<file path="src/rtl/m2_idct_block_scheduler.sv">
// Sequencer for the Milestone 2 IDCT: walks every 8x8 block (Y, U, V), overlaps the
// fetch/compute/write engines in two megastates and hands each engine its block address.
module m2_idct_block_scheduler #(
  parameter int unsigned Y_COLS      = 40,
  parameter int unsigned UV_COLS     = 20,
  parameter int unsigned ROWS        = 30,
  parameter int unsigned PRE_BASE    = 76800,
  parameter int unsigned POST_Y_BASE = 0,
  parameter int unsigned POST_U_BASE = 38400,
  parameter int unsigned POST_V_BASE = 57600
) (
  input  logic        Clock,
  input  logic        Reset,
  input  logic        Enable,
  output logic        fs_start,
  input  logic        fs_done,
  output logic [17:0] fs_base_addr,
  output logic [8:0]  fs_row_stride,
  output logic        ct_start,
  input  logic        ct_done,
  output logic        cs_start,
  input  logic        cs_done,
  output logic        ws_start,
  input  logic        ws_done,
  output logic [17:0] ws_base_addr,
  output logic [7:0]  ws_row_stride,
  output logic        sram_owner,
  output logic [11:0] blocks_written,
  output logic        busy,
  output logic        done
);

  localparam int unsigned PreUBase = PRE_BASE + Y_COLS * 64 * ROWS;
  localparam int unsigned PreVBase = PreUBase + UV_COLS * 64 * ROWS;
  localparam int unsigned EngFs = 0;
  localparam int unsigned EngCt = 1;
  localparam int unsigned EngCs = 2;
  localparam int unsigned EngWs = 3;
  // Plane 3 marks a pointer that has walked past the last V block.
  localparam logic [1:0] PlaneEnd = 2'd3;

  typedef enum logic [2:0] {
    StIdle, StLiFs, StLiCt, StMb, StMa, StLoWs, StDone
  } state_e;

  typedef struct packed {
    logic [1:0] plane;
    logic [7:0] row;
    logic [7:0] col;
  } ptr_t;

  function automatic ptr_t ptr_next(ptr_t p);
    ptr_t        n;
    int unsigned cols;
    cols = (p.plane == 2'd0) ? Y_COLS : UV_COLS;
    n = p;
    if (32'(p.col) == cols - 1) begin
      n.col = '0;
      if (32'(p.row) == ROWS - 1) begin
        n.row   = '0;
        n.plane = p.plane + 2'd1;
      end else begin
        n.row = p.row + 8'd1;
      end
    end else begin
      n.col = p.col + 8'd1;
    end
    return n;
  endfunction

  function automatic logic [8:0] fs_stride_of(logic [1:0] plane);
    return (plane == 2'd0) ? 9'(Y_COLS * 8) : 9'(UV_COLS * 8);
  endfunction

  function automatic logic [7:0] ws_stride_of(logic [1:0] plane);
    return (plane == 2'd0) ? 8'(Y_COLS * 4) : 8'(UV_COLS * 4);
  endfunction

  function automatic logic [17:0] fs_addr_of(ptr_t p);
    int unsigned base;
    int unsigned addr;
    case (p.plane)
      2'd0:    base = PRE_BASE;
      2'd1:    base = PreUBase;
      default: base = PreVBase;
    endcase
    addr = base + 32'(p.row) * 32'd8 * 32'(fs_stride_of(p.plane)) + 32'(p.col) * 32'd8;
    return addr[17:0];
  endfunction

  function automatic logic [17:0] ws_addr_of(ptr_t p);
    int unsigned base;
    int unsigned addr;
    case (p.plane)
      2'd0:    base = POST_Y_BASE;
      2'd1:    base = POST_U_BASE;
      default: base = POST_V_BASE;
    endcase
    addr = base + 32'(p.row) * 32'd8 * 32'(ws_stride_of(p.plane)) + 32'(p.col) * 32'd4;
    return addr[17:0];
  endfunction

  state_e      state_q, state_d;
  ptr_t        fptr_q, fptr_d, wptr_q, wptr_d;
  logic [3:0]  act_q, act_d, dl_q, dl_d, start_q, start_d, start_set, eng_done;
  logic [17:0] fs_base_q, fs_base_d, ws_base_q, ws_base_d;
  logic [8:0]  fs_stride_q, fs_stride_d;
  logic [7:0]  ws_stride_q, ws_stride_d;
  logic [11:0] bw_q, bw_d;
  logic        all_done;

  assign eng_done = {ws_done, cs_done, ct_done, fs_done};
  // Engines not started in this state count as finished.
  assign all_done = &(~act_q | dl_q);

  always_comb begin
    state_d     = state_q;
    fptr_d      = fptr_q;
    wptr_d      = wptr_q;
    bw_d        = bw_q;
    act_d       = act_q;
    dl_d        = dl_q | (eng_done & act_q);
    start_d     = '0;
    start_set   = '0;
    fs_base_d   = fs_base_q;
    fs_stride_d = fs_stride_q;
    ws_base_d   = ws_base_q;
    ws_stride_d = ws_stride_q;

    unique case (state_q)
      StIdle: begin
        if (Enable) begin
          state_d = StLiFs;
          fptr_d  = '0;
          wptr_d  = '0;
          bw_d    = '0;
        end
      end
      StLiFs:  if (all_done) state_d = StLiCt;
      StLiCt:  if (all_done) state_d = StMb;
      StMb:    if (all_done) state_d = act_q[EngFs] ? StMa : StLoWs;
      StMa:    if (all_done) state_d = StMb;
      StLoWs:  if (all_done) state_d = StDone;
      StDone:  state_d = StIdle;
      default: state_d = StIdle;
    endcase

    if (state_q != StIdle && state_q != StDone && all_done) begin
      if (act_q[EngFs]) fptr_d = ptr_next(fptr_q);
      if (act_q[EngWs]) begin
        wptr_d = ptr_next(wptr_q);
        bw_d   = bw_q + 12'd1;
      end
    end

    if (state_d != state_q) begin
      dl_d = '0;
      case (state_d)
        StLiFs: start_set[EngFs] = 1'b1;
        StLiCt: start_set[EngCt] = 1'b1;
        StMb: begin
          start_set[EngCs] = 1'b1;
          start_set[EngFs] = (fptr_d.plane != PlaneEnd);
        end
        StMa: begin
          start_set[EngCt] = 1'b1;
          start_set[EngWs] = 1'b1;
        end
        StLoWs:  start_set[EngWs] = 1'b1;
        default: start_set = '0;
      endcase
      act_d   = start_set;
      start_d = start_set;
      if (start_set[EngFs]) begin
        fs_base_d   = fs_addr_of(fptr_d);
        fs_stride_d = fs_stride_of(fptr_d.plane);
      end
      if (start_set[EngWs]) begin
        ws_base_d   = ws_addr_of(wptr_d);
        ws_stride_d = ws_stride_of(wptr_d.plane);
      end
    end
  end

  always_ff @(posedge Clock) begin
    if (Reset) begin
      state_q     <= StIdle;
      fptr_q      <= '0;
      wptr_q      <= '0;
      bw_q        <= '0;
      act_q       <= '0;
      dl_q        <= '0;
      start_q     <= '0;
      fs_base_q   <= '0;
      fs_stride_q <= '0;
      ws_base_q   <= '0;
      ws_stride_q <= '0;
    end else begin
      state_q     <= state_d;
      fptr_q      <= fptr_d;
      wptr_q      <= wptr_d;
      bw_q        <= bw_d;
      act_q       <= act_d;
      dl_q        <= dl_d;
      start_q     <= start_d;
      fs_base_q   <= fs_base_d;
      fs_stride_q <= fs_stride_d;
      ws_base_q   <= ws_base_d;
      ws_stride_q <= ws_stride_d;
    end
  end

  assign fs_start       = start_q[EngFs];
  assign ct_start       = start_q[EngCt];
  assign cs_start       = start_q[EngCs];
  assign ws_start       = start_q[EngWs];
  assign fs_base_addr   = fs_base_q;
  assign fs_row_stride  = fs_stride_q;
  assign ws_base_addr   = ws_base_q;
  assign ws_row_stride  = ws_stride_q;
  assign blocks_written = bw_q;
  assign busy           = (state_q != StIdle);
  assign done           = (state_q == StDone);
  assign sram_owner     = (state_q == StMa) || (state_q == StLoWs);

endmodule

</file>
<file path="config.mk">
export PLATFORM = sky130hd
export DESIGN_NAME = m2_idct_block_scheduler
export DESIGN_NICKNAME = d
export VERILOG_FILES = /design/src/rtl/m2_idct_block_scheduler.sv
export SDC_FILE = /design/constraint.sdc
export NUM_CORES = 1
export LEC_CHECK = 0
export CAP_MARGIN = 20
export CORE_MARGIN = 2
export CORE_UTILIZATION = 35
export CTS_CLUSTER_SIZE = 20
export DETAILED_ROUTE_END_ITERATION = 7
export PLACE_DENSITY_LB_ADDON = 0.1
export SLEW_MARGIN = 20
export SYNTH_ARGS = -nofsm -noshare
export SYNTH_HDL_FRONTEND = slang
export SYNTH_SLANG_ARGS = --single-unit
</file>
<file path="constraint.sdc">
create_clock -name Clock -period 8.92 [get_ports Clock]
set_input_delay 1.784 -clock Clock [delete_from_list [all_inputs] [get_ports Clock]]
set_output_delay 1.784 -clock Clock [all_outputs]
set_load 0.02 [all_outputs]
</file>
==> impl_metrics.env, run 1 <==
# yosys + openroad results
export IMPL_status="complete, no violations"
export IMPL_ys_sh_simple=0.206
export IMPL_yosysUniqueCellTypes=70
export IMPL_clk_pin_slew_ns=0.08
export IMPL_seqPwrFrac=0.374
export IMPL_cts_setup_buffers=0
export IMPL_detail_route_wirelength_um=16500
export IMPL_ant_nets=0
export IMPL_tns_ns=0
export IMPL_ys_sh_aoi=0.143
export IMPL_die_y_um=147
export IMPL_place_area_um2=7910
export IMPL_clkSinkCount=98
export IMPL_comb_cells=657
export IMPL_powerDensity_nw_per_um2=168
export IMPL_vias=5686
export IMPL_cpLargestDelayFamily="adder cells"
export IMPL_cts_buffer_depth=2
export IMPL_min_period_ns=7.36
export IMPL_hold_depth=2
export IMPL_slowest_stage="fa_1"
export IMPL_routed_top_layer="met4"
export IMPL_netlist_area_leader_share=0.275
export IMPL_drive_gt1_frac=0.0563
export IMPL_rr_startpoint="fptr_q[16]$_SDFF_PP0_"
export IMPL_topCellsByArea="dfxtp_1, ha_1, nor2_1"
export IMPL_crit_top_cell="ha_1"
export IMPL_met3WireLength_um=447
export IMPL_post_route_drc_count=0
export IMPL_cp_num_cells=25
export IMPL_reg2reg_to="fs_base_addr[17]$_SDFFE_PP0P_"
export IMPL_grt_max_degree=45
export IMPL_rows=52
export IMPL_worst_r2r_path_depth=23
export IMPL_switching_power_uw=531
export IMPL_ys_area_um2=7120
export IMPL_chipArea_um2=21500
export IMPL_port_buffers=64
export IMPL_slew_viol_final=0
export IMPL_antenna_found_initial=0
export IMPL_internal_power_uw=846
export IMPL_postSynthCellCount=856
export IMPL_hold_viol=0
export IMPL_maxCapViolCount=0
export IMPL_grt_setup_unrepaired="no"
export IMPL_openroad_warnings=28
export IMPL_insertion_delay_ns=0.36
export IMPL_fmax_mhz=136
export IMPL_xor_share=0.0590
export IMPL_hold_slack_ns=0.458
export IMPL_htreeDepth=3
export IMPL_endpoint_kind="register"
export IMPL_cp_start_kind="input port"
export IMPL_critPathBufInv=4
export IMPL_cpPeakStageDelay_ns=0.53
export IMPL_synth_adder_area_share=0.210
export IMPL_power_clock_uw=387
export IMPL_first_pass_iters=4
export IMPL_ys_seq_elements=98
export IMPL_grt_use_total=0.164
export IMPL_top_cell="nor2_1"
export IMPL_min_delay_start="ws_base_addr[7]$_SDFFE_PP0P_"
export IMPL_fp_util=0.354
export IMPL_avgSynthCellArea_um2=8.32
export IMPL_min_delay_path_class="register to register"
export IMPL_yosys_cells=856
export IMPL_crit_arrival_ns=7.63
export IMPL_syn_to_final_growth_pct=15.2
export IMPL_dp_hpwl_um=12600
export IMPL_nClkBuffers=9
export IMPL_largest_class="multi-input combinational cells"
export IMPL_timing_slew_headroom=0.445
export IMPL_stdcell_area_um2=8210
export IMPL_drt_initial_drc_count=238
export IMPL_path_max_fanout=16
export IMPL_seqCellArea_um2=1960
export IMPL_clockPowerShare=0.281
export IMPL_power_mw=1.38
export IMPL_mux_area_frac=0.0285
export IMPL_ys_top_cells_by_count="nor2_1, dfxtp_1, ha_1"
export IMPL_overflow=0
run 1: layout by cell type (no fill, tap or decap), types with 6 or more instances in the layout:
cell type / count
dfxtp_1: 98
clkdlybuf4s50_1: 63
o21bai_1: 7
ha_1: 89
nor2b_1: 23
conb_1: 22
xor2_1: 18
nor2_1: 119
nand3_1: 23
and3_1: 10
o21ai_0: 34
or3_1: 6
mux2i_1: 18
a211oi_1: 9
xnor2_1: 30
a21oi_1: 62
nand4_1: 8
clkbuf_16: 9
fa_1: 19
a21o_1: 13
nand2_1: 52
inv_1: 65
nor3_1: 12
nand2b_1: 9
run 1: per-layer routing:
metal	GRT usage	vias up
met3	0.0200	13
met2	0.244	84
li1	-	2973
met5	0	-
met4	0.0529	0
met1	0.244	2616
### Placement view, run 1

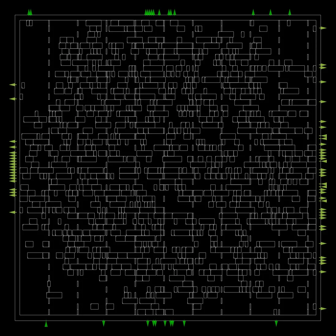
Final Util: 0.408
flop share of the area: 0.239
FILL cells: 2067
Tapcell Cnt: 270

### Port wiring, run 1

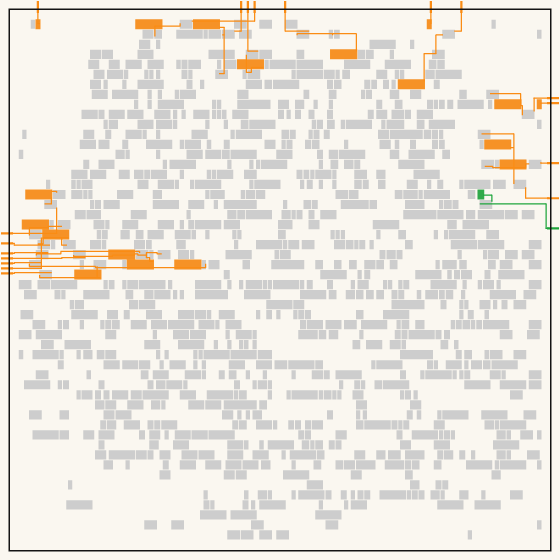
| color | port | bits | direction | end cells | buffers | wire |
|---|---|---|---|---|---|---|
| orange | fs_base_addr | 18 | output | 18 | 15 | 471 um |
| green | cs_done | 1 | input | 1 | 1 | 29.2 um |

### The metal 3 layer, run 1

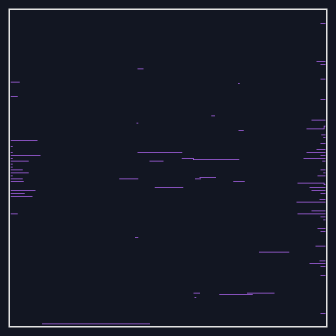
longest straight run: 49.9 um
nets with wire on the layer: 65
wire length on this layer: 447 um
share of all routed wire: 2.7%
main direction: horizontal

### Sequential cells grouped by signal name, run 1

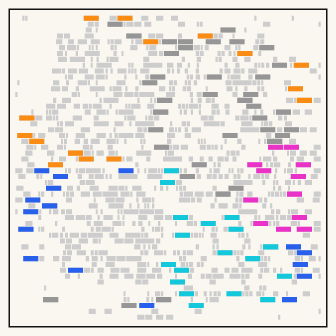
| color | name in the netlist | sequential cells |
|---|---|---|
| orange | fs_base_addr | 15 |
| blue | ws_base_addr | 16 |
| magenta | blocks_written | 12 |
| cyan | wptr_q | 18 |

### Wire density map, run 1

The die is cut into 29 by 29 equal tiles; black is low, pale yellow is high, scaled to the fullest tile. Values are wire area over tile area, all layers added.
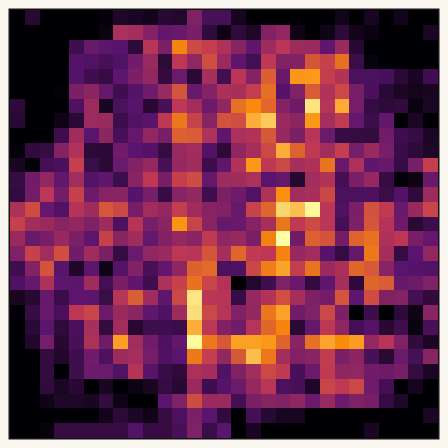

==> run 1 -> run 2 <==
==> constraint.sdc (replaced) <==
create_clock -name Clock -period 6.8 [get_ports Clock]
set_input_delay 1.36 -clock Clock [delete_from_list [all_inputs] [get_ports Clock]]
set_output_delay 1.36 -clock Clock [all_outputs]
set_load 0.02 [all_outputs]
### Wire density map, run 2

The die is cut into 29 by 29 equal tiles; black is low, pale yellow is high, scaled to the fullest tile. Values are wire area over tile area, all layers added.
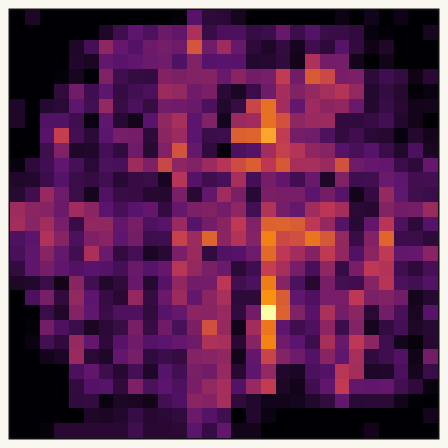
fullest tile: 0.53
mean over tiles: 0.12
tiles over half the peak: 5.7%
densest ninth of the die: middle

### Port wiring, run 2

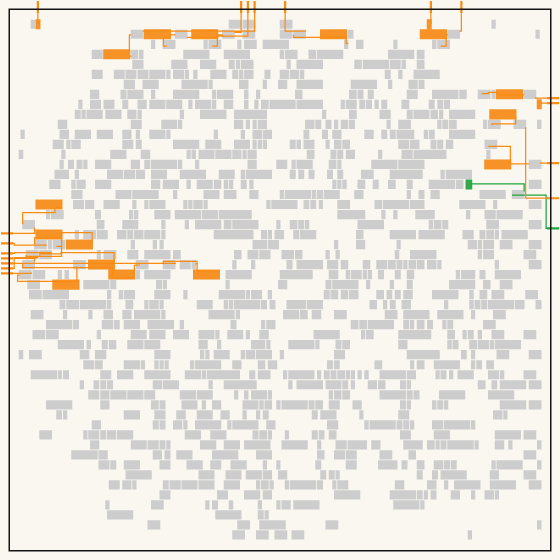
| color | port | bits | direction | end cells | buffers | wire |
|---|---|---|---|---|---|---|
| orange | fs_base_addr | 18 | output | 18 | 15 | 456 um |
| green | cs_done | 1 | input | 1 | 1 | 35.2 um |

### The metal 3 layer, run 2

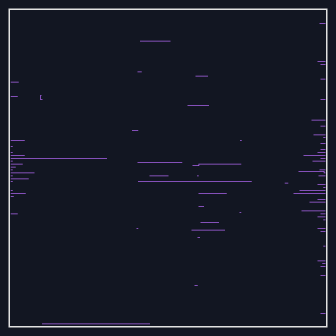
longest straight run: 52.4 um
share of all routed wire: 2.9%

==> run 2 against run 1 <==
Die area is the same. Count of clock-buffer cells in the layout is the same. Global-route usage shrank 0.068 points. Combinational power grew about 40%. First-iteration DRC count grew 0.84%. Largest cell class unchanged.
==> impl_metrics.env, run 2 <==
# yosys + openroad results
export IMPL_drt_initial_drc_count=240
export IMPL_synth_area_um2=7120
export IMPL_netlist_area_leader_share=0.275
export IMPL_slew_viol_final=0
export IMPL_endpoint_kind="register"
export IMPL_dp_hpwl_um=12600
export IMPL_internal_power_mw=1.17
export IMPL_ys_top_cells_by_count="nor2_1, dfxtp_1, ha_1"
export IMPL_top_cell="nor2_1"
export IMPL_worst_slew_pin_slew_ns=0.716
export IMPL_powerDensity_nw_per_um2=218
export IMPL_switching_power_uw=685
export IMPL_postSynthCellCount=856
export IMPL_io_pins=79
export IMPL_rows=52
export IMPL_comb_cells=657
export IMPL_die_y_um=147
export IMPL_hold_slack_ns=0.462
export IMPL_insertion_delay_ns=0.35
export IMPL_cts_buffer_depth=2
export IMPL_clkCellAreaFrac=0.0347
export IMPL_reg2reg_to="fs_base_addr[17]$_SDFFE_PP0P_"
export IMPL_min_delay_path_class="register to register"
export IMPL_ys_area_um2=7120
export IMPL_min_delay_start="ws_base_addr[7]$_SDFFE_PP0P_"
export IMPL_peakVddDrop_mv=0.145
export IMPL_period_used=0.939
export IMPL_timing_slew_headroom=0.518
export IMPL_fmax_mhz=157
export IMPL_largest_area_cell="dfxtp_1"
export IMPL_required_ns=7.03
export IMPL_cp_num_cells=28
export IMPL_post_route_drc_count=0
export IMPL_htreeDepth=3
export IMPL_yosysUniqueCellTypes=70
export IMPL_grt_max_degree=51
export IMPL_finClkSkew_ns=0.00757
export IMPL_drive_gt1_frac=0.0942
export IMPL_nFillCells=2032
export IMPL_cp_start_kind="register"
export IMPL_stdcell_area_um2=8510
export IMPL_seq_area_frac=0.230
export IMPL_gp_congestion=0.813
export IMPL_root_buffer="clkbuf_16"
export IMPL_final_cell_mix="nor2_1, dfxtp_1, ha_1"
export IMPL_cts_setup_buffers=0
export IMPL_detail_route_wirelength_um=16500
export IMPL_cpPeakStageDelay_ns=0.56
export IMPL_comb_share=0.551
export IMPL_comb_power_uw=664
export IMPL_worstSetupPathType="register to register"
export IMPL_nNonClkBuffers=108
export IMPL_critPathCapture="fs_base_addr[17]$_SDFFE_PP0P_"
export IMPL_openroad_warnings=28
export IMPL_critPathBufInv=5
export IMPL_largest_class="multi-input combinational cells"
export IMPL_pg_seq_uw=676
export IMPL_bufAreaShareNonClock=0.115
export IMPL_min_period_ns=6.39
export IMPL_seqPwrFrac=0.363
export IMPL_antenna_cells=0
export IMPL_clk_pin_slew_ns=0.07
export IMPL_overflow=0
export IMPL_synth_top_flop_cell="dfxtp_1"
export IMPL_place_area_um2=8220
export IMPL_vias=5779
export IMPL_grt_pass1_wl_um=28600
export IMPL_crit_arrival_ns=6.62
export IMPL_slowest_stage="or4b_4"
export IMPL_comb_power_share=0.357
export IMPL_maxCapViolCount=0
export IMPL_worst_r2r_path_depth=28
export IMPL_ys_seq_frac=0.275
export IMPL_grt_use_total=0.163
export IMPL_tritoncts="yes"
export IMPL_chipArea_um2=21500
export IMPL_taps=270
export IMPL_path_max_fanout=7
export IMPL_yosys_warnings=0
export IMPL_clockPowerShare=0.279
export IMPL_clkSinkCount=98
export IMPL_crit_top_cell="ha_1"
export IMPL_fin_ws_ns=0.414
export IMPL_nNonClkInverters=66
export IMPL_first_pass_iters=4
export IMPL_ys_seq_elements=98
export IMPL_power_clock_uw=519
export IMPL_numCtsBuffers=9
export IMPL_antenna_found_initial=0
export IMPL_hold_depth=2
export IMPL_top_power_group="sequential cells"
export IMPL_flops=98
export IMPL_edf_count=0
export IMPL_crit_path_start="fptr_q[16]$_SDFF_PP0_"
export IMPL_topCellsByArea="dfxtp_1, ha_1, nor2_1"
export IMPL_fin_util=0.423
export IMPL_switching_share=0.368
export IMPL_cpLargestDelayFamily="adder cells"
export IMPL_cts_hold_buffers_added=0
export IMPL_rr_startpoint="fptr_q[16]$_SDFF_PP0_"
export IMPL_avgSynthCellArea_um2=8.32
export IMPL_final_common_cell="nor2_1"
export IMPL_power_mw=1.86
export IMPL_hold_viol=0
export IMPL_cts_resized=0
export IMPL_nClkBuffers=9
export IMPL_leakagePower_nw=3.86
export IMPL_fin_nets=1055
export IMPL_yosys_cells=856
export IMPL_r2r_slack_ns=0.41
export IMPL_tns_ns=0
export IMPL_port_buffers=64
export IMPL_hold_end="ws_base_addr[7]$_SDFFE_PP0P_"
export IMPL_drt_wirelength_per_cell_um=13.6
export IMPL_ant_nets=0
export IMPL_synthArstFlopShare=0
export IMPL_status="complete, no violations"
export IMPL_seqCellArea_um2=1960
export IMPL_grt_setup_unrepaired="no"
export IMPL_syn_to_final_growth_pct=19.5
export IMPL_setup_viol=0
export IMPL_fp_util=0.354
==> run 2: cell counts after synthesis <==
Identical to the previous run, type by type.
==> run 2: layer usage <==
layer,wire [um],track usage,up-vias
met1,8970,0.247,2616
met3,483,0.0203,11
met5,0,0,-
li1,-,-,3061
met4,225,0.0422,0
met2,6810,0.242,91
==> run 2: logic make-up (layout without fill, tap and decap cells) <==
family | count (synthesis) | count (layout) | synth area share
buffers and inverters | 121 | 190 | 0.0769
DFF | 98 | 98 | 0.275
and+or+nand+nor | 297 | 297 | 0.206
xor gates and xnor gates | 48 | 48 | 0.0590
AOI/OAI and AO/OA | 162 | 162 | 0.143
adders and majority gates | 108 | 108 | 0.210
muxes | 20 | 20 | 0.0285
other | 2 | 22 | 0.00105
### Placement view, run 2

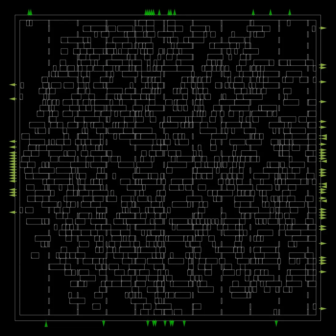

==> run 2 -> run 3 <==
==> constraint.sdc (replaced) <==
create_clock -name Clock -period 6.8 [get_ports Clock]
set_input_delay 0.68 -clock Clock [delete_from_list [all_inputs] [get_ports Clock]]
set_output_delay 0.68 -clock Clock [all_outputs]
set_load 0.02 [all_outputs]
### Placement view, run 3

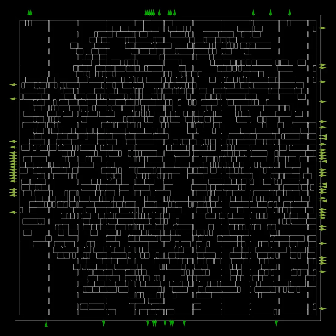
row count: 52
Core Region: 20100 um2
post-route insts no fill: 1187
Final Util: 0.415

### Port wiring, run 3

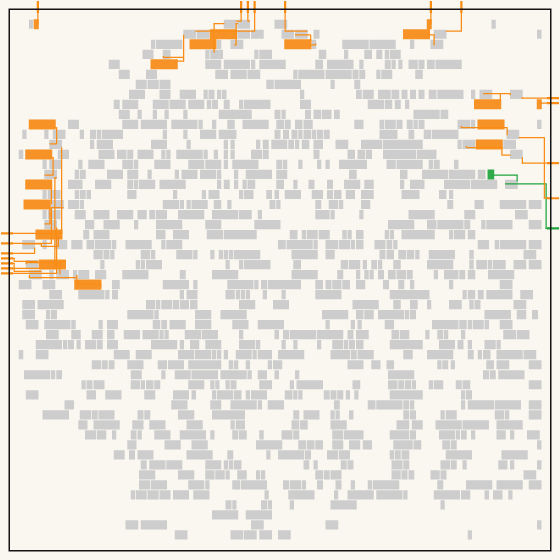
| color | port | bits | direction | end cells | buffers | wire |
|---|---|---|---|---|---|---|
| orange | fs_base_addr | 18 | output | 18 | 15 | 408 um |
| green | cs_done | 1 | input | 1 | 1 | 31.9 um |

### The metal 3 layer, run 3

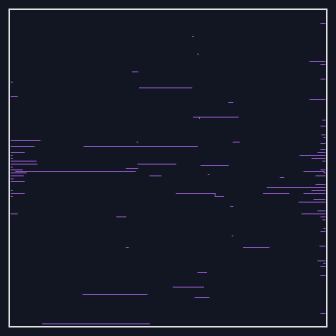
longest straight run: 55.7 um
main direction: horizontal
share of all routed wire: 3.8%
wire length on this layer: 629 um
nets with wire on the layer: 69

==> run 3 against run 2 <==
Clock skew grew 0.00087 ns. Critical path depth shrank 5. Area after synthesis is the same. Largest cell class unchanged. Largest power group unchanged. Utilization shrank 0.82 points. Register-to-register slack gained 0.06 ns. Flip-flop count is the same. Routed wire length shrank 0.33%.
==> impl_metrics.env, run 3 <==
# yosys + openroad results
export IMPL_status="complete, no violations"
export IMPL_yosys_cells=856
export IMPL_cts_hold_buffers_added=0
export IMPL_detail_route_wirelength_um=16400
export IMPL_yosysUniqueCellTypes=70
export IMPL_die_y_um=147
export IMPL_period_used=0.930
export IMPL_antenna_cells=0
export IMPL_chipArea_um2=21500
export IMPL_comb_power_uw=661
export IMPL_ys_seq_frac=0.275
export IMPL_final_common_cell="nor2_1"
export IMPL_fin_ws_ns=0.475
export IMPL_met3WireLength_um=629
export IMPL_synth_logic_top_family="adder cells"
export IMPL_cts_buffer_depth=2
export IMPL_min_period_ns=6.32
export IMPL_worstSetupPathType="register to register"
export IMPL_die_w_um=147
export IMPL_root_buffer="clkbuf_16"
export IMPL_yosys_warnings=0
export IMPL_vias=5730
export IMPL_nNonClkBuffers=80
export IMPL_drt_initial_drc_count=270
export IMPL_fmax_mhz=158
export IMPL_ant_nets=0
export IMPL_first_pass_iters=4
export IMPL_postSynthCellCount=856
export IMPL_route_met2_wl_um=6870
export IMPL_drive_gt1_frac=0.0676
export IMPL_numCtsBuffers=9
export IMPL_ys_seq_elements=98
export IMPL_synth_top_flop_cell="dfxtp_1"
export IMPL_grt_busiest_layer="met2"
export IMPL_slew_viol_final=0
export IMPL_dpl_cell_count=1171
export IMPL_place_area_um2=7990
export IMPL_seqPwrFrac=0.352
export IMPL_xor_share=0.0590
export IMPL_maxCapViolCount=0
export IMPL_drt_met1_wl_um=8600
export IMPL_cpLargestDelayFamily="adder cells"
export IMPL_power_clock_uw=583
export IMPL_ys_sh_simple=0.206
export IMPL_hold_slack_ns=0.458
export IMPL_fp_util=0.354
export IMPL_port_buffers=64
export IMPL_tritoncts="yes"
export IMPL_synthArstFlopShare=0
export IMPL_powerDensity_nw_per_um2=230
export IMPL_power_mw=1.92
export IMPL_grt_pass1_wl_um=27900
export IMPL_grt_use_total=0.159
export IMPL_use_met1=0.232
export IMPL_clkSinkCount=98
export IMPL_switching_share=0.362
export IMPL_routed_top_layer="met4"
export IMPL_comb_power_share=0.344
export IMPL_drt_wirelength_per_cell_um=13.9
export IMPL_min_delay_path_class="register to register"
export IMPL_clk_pin_slew_ns=0.07
export IMPL_place_ws_ns=0.232
export IMPL_grt_pass1_vias=5491
export IMPL_bufAreaShareNonClock=0.0905
export IMPL_tns_ns=0
export IMPL_endpoint_kind="register"
export IMPL_netlist_area_leader_share=0.275
export IMPL_cts_setup_buffers=0
export IMPL_avgSynthCellArea_um2=8.32
export IMPL_synth_adder_area_share=0.210
export IMPL_ys_area_um2=7120
export IMPL_viasPerCell=4.83
export IMPL_critical_path_cell_chain="inv_1, ha_1, or4b_4, a21o_1, nor4_1, mux2i_1, a21oi_1, a21oi_1, ha_1, inv_1, fa_1, fa_1, inv_1, ha_1, ha_1, a21oi_1, xnor2_1, ha_1, ha_1, o41ai_2, xnor2_1, xnor2_1, a22o_1"
export IMPL_syn_to_final_growth_pct=17.2
export IMPL_largest_class="multi-input combinational cells"
export IMPL_cpPeakStageDelay_ns=0.57
export IMPL_clockPowerShare=0.304
export IMPL_peakVddDrop_mv=0.136
export IMPL_largest_area_cell="dfxtp_1"
export IMPL_antenna_found_initial=0
export IMPL_fin_nets=1027
export IMPL_slowest_stage="or4b_4"
export IMPL_ys_sh_aoi=0.143
export IMPL_nNonClkInverters=66
export IMPL_timing_slew_headroom=0.567
export IMPL_taps=270
export IMPL_synth_area_um2=7120
export IMPL_topCellsByArea="dfxtp_1, ha_1, nor2_1"
export IMPL_cp_start_kind="register"
export IMPL_comb_cells=657
export IMPL_io_pins=79
export IMPL_top_cell="nor2_1"
export IMPL_edf_count=0
export IMPL_required_ns=7.05
export IMPL_stdcell_area_um2=8350
export IMPL_clkCellAreaFrac=0.0405
export IMPL_cts_resized=0
export IMPL_path_max_fanout=10
export IMPL_insertion_delay_ns=0.35
export IMPL_crit_top_cell="ha_1"
export IMPL_ys_top_cells_by_count="nor2_1, dfxtp_1, ha_1"
export IMPL_seq_area_frac=0.235
export IMPL_comb_share=0.564
export IMPL_openroad_warnings=28
export IMPL_overflow=0
export IMPL_switching_power_uw=695
export IMPL_use_met2=0.240
export IMPL_crit_arrival_ns=6.58
export IMPL_dp_hpwl_um=12600
export IMPL_mux_area_frac=0.0285
export IMPL_setup_viol=0
export IMPL_grt_max_degree=55
export IMPL_internal_power_mw=1.22
export IMPL_hold_viol=0
export IMPL_leakagePower_nw=3.76
export IMPL_logic_area_um2=4710
export IMPL_gp_congestion=0.792
export IMPL_flops=98
export IMPL_worst_slew_pin_slew_ns=0.643
export IMPL_post_route_drc_count=0
export IMPL_nClkBuffers=11
export IMPL_grt_setup_unrepaired="no"
export IMPL_seqCellArea_um2=1960
export IMPL_htreeDepth=3
export IMPL_finClkSkew_ns=0.00844
export IMPL_top_power_group="sequential cells"
export IMPL_gr_usage_met3=0.0225
export IMPL_nFillCells=2021
export IMPL_critPathBufInv=3
export IMPL_final_cell_mix="nor2_1, dfxtp_1, ha_1"
export IMPL_pg_seq_uw=675
run 3: final timing paths:
check             depth (start not counted)  slack [ns]                          from                             to
setup / recovery                         23        0.48         fptr_q[16]$_SDFF_PP0_  fs_base_addr[17]$_SDFFE_PP0P_
hold reg to reg                           2        0.46  fs_base_addr[4]$_SDFFE_PP0P_   fs_base_addr[4]$_SDFFE_PP0P_
setup reg to reg                         23        0.48         fptr_q[16]$_SDFF_PP0_  fs_base_addr[17]$_SDFFE_PP0P_
hold / removal                            2        0.46  fs_base_addr[4]$_SDFFE_PP0P_   fs_base_addr[4]$_SDFFE_PP0P_
run 3: kinds of logic after synthesis:
logic type / count (synthesis)
other: 2
buffers and inverters: 121
multiplexers: 20
adder cells (fa/ha/maj): 108
XOR/XNOR: 48
flip-flops: 98
AND-OR/OR-AND: 162
AND/OR/NAND/NOR: 297
Power figures rest on the tool's default switching activity, not on a simulated workload.
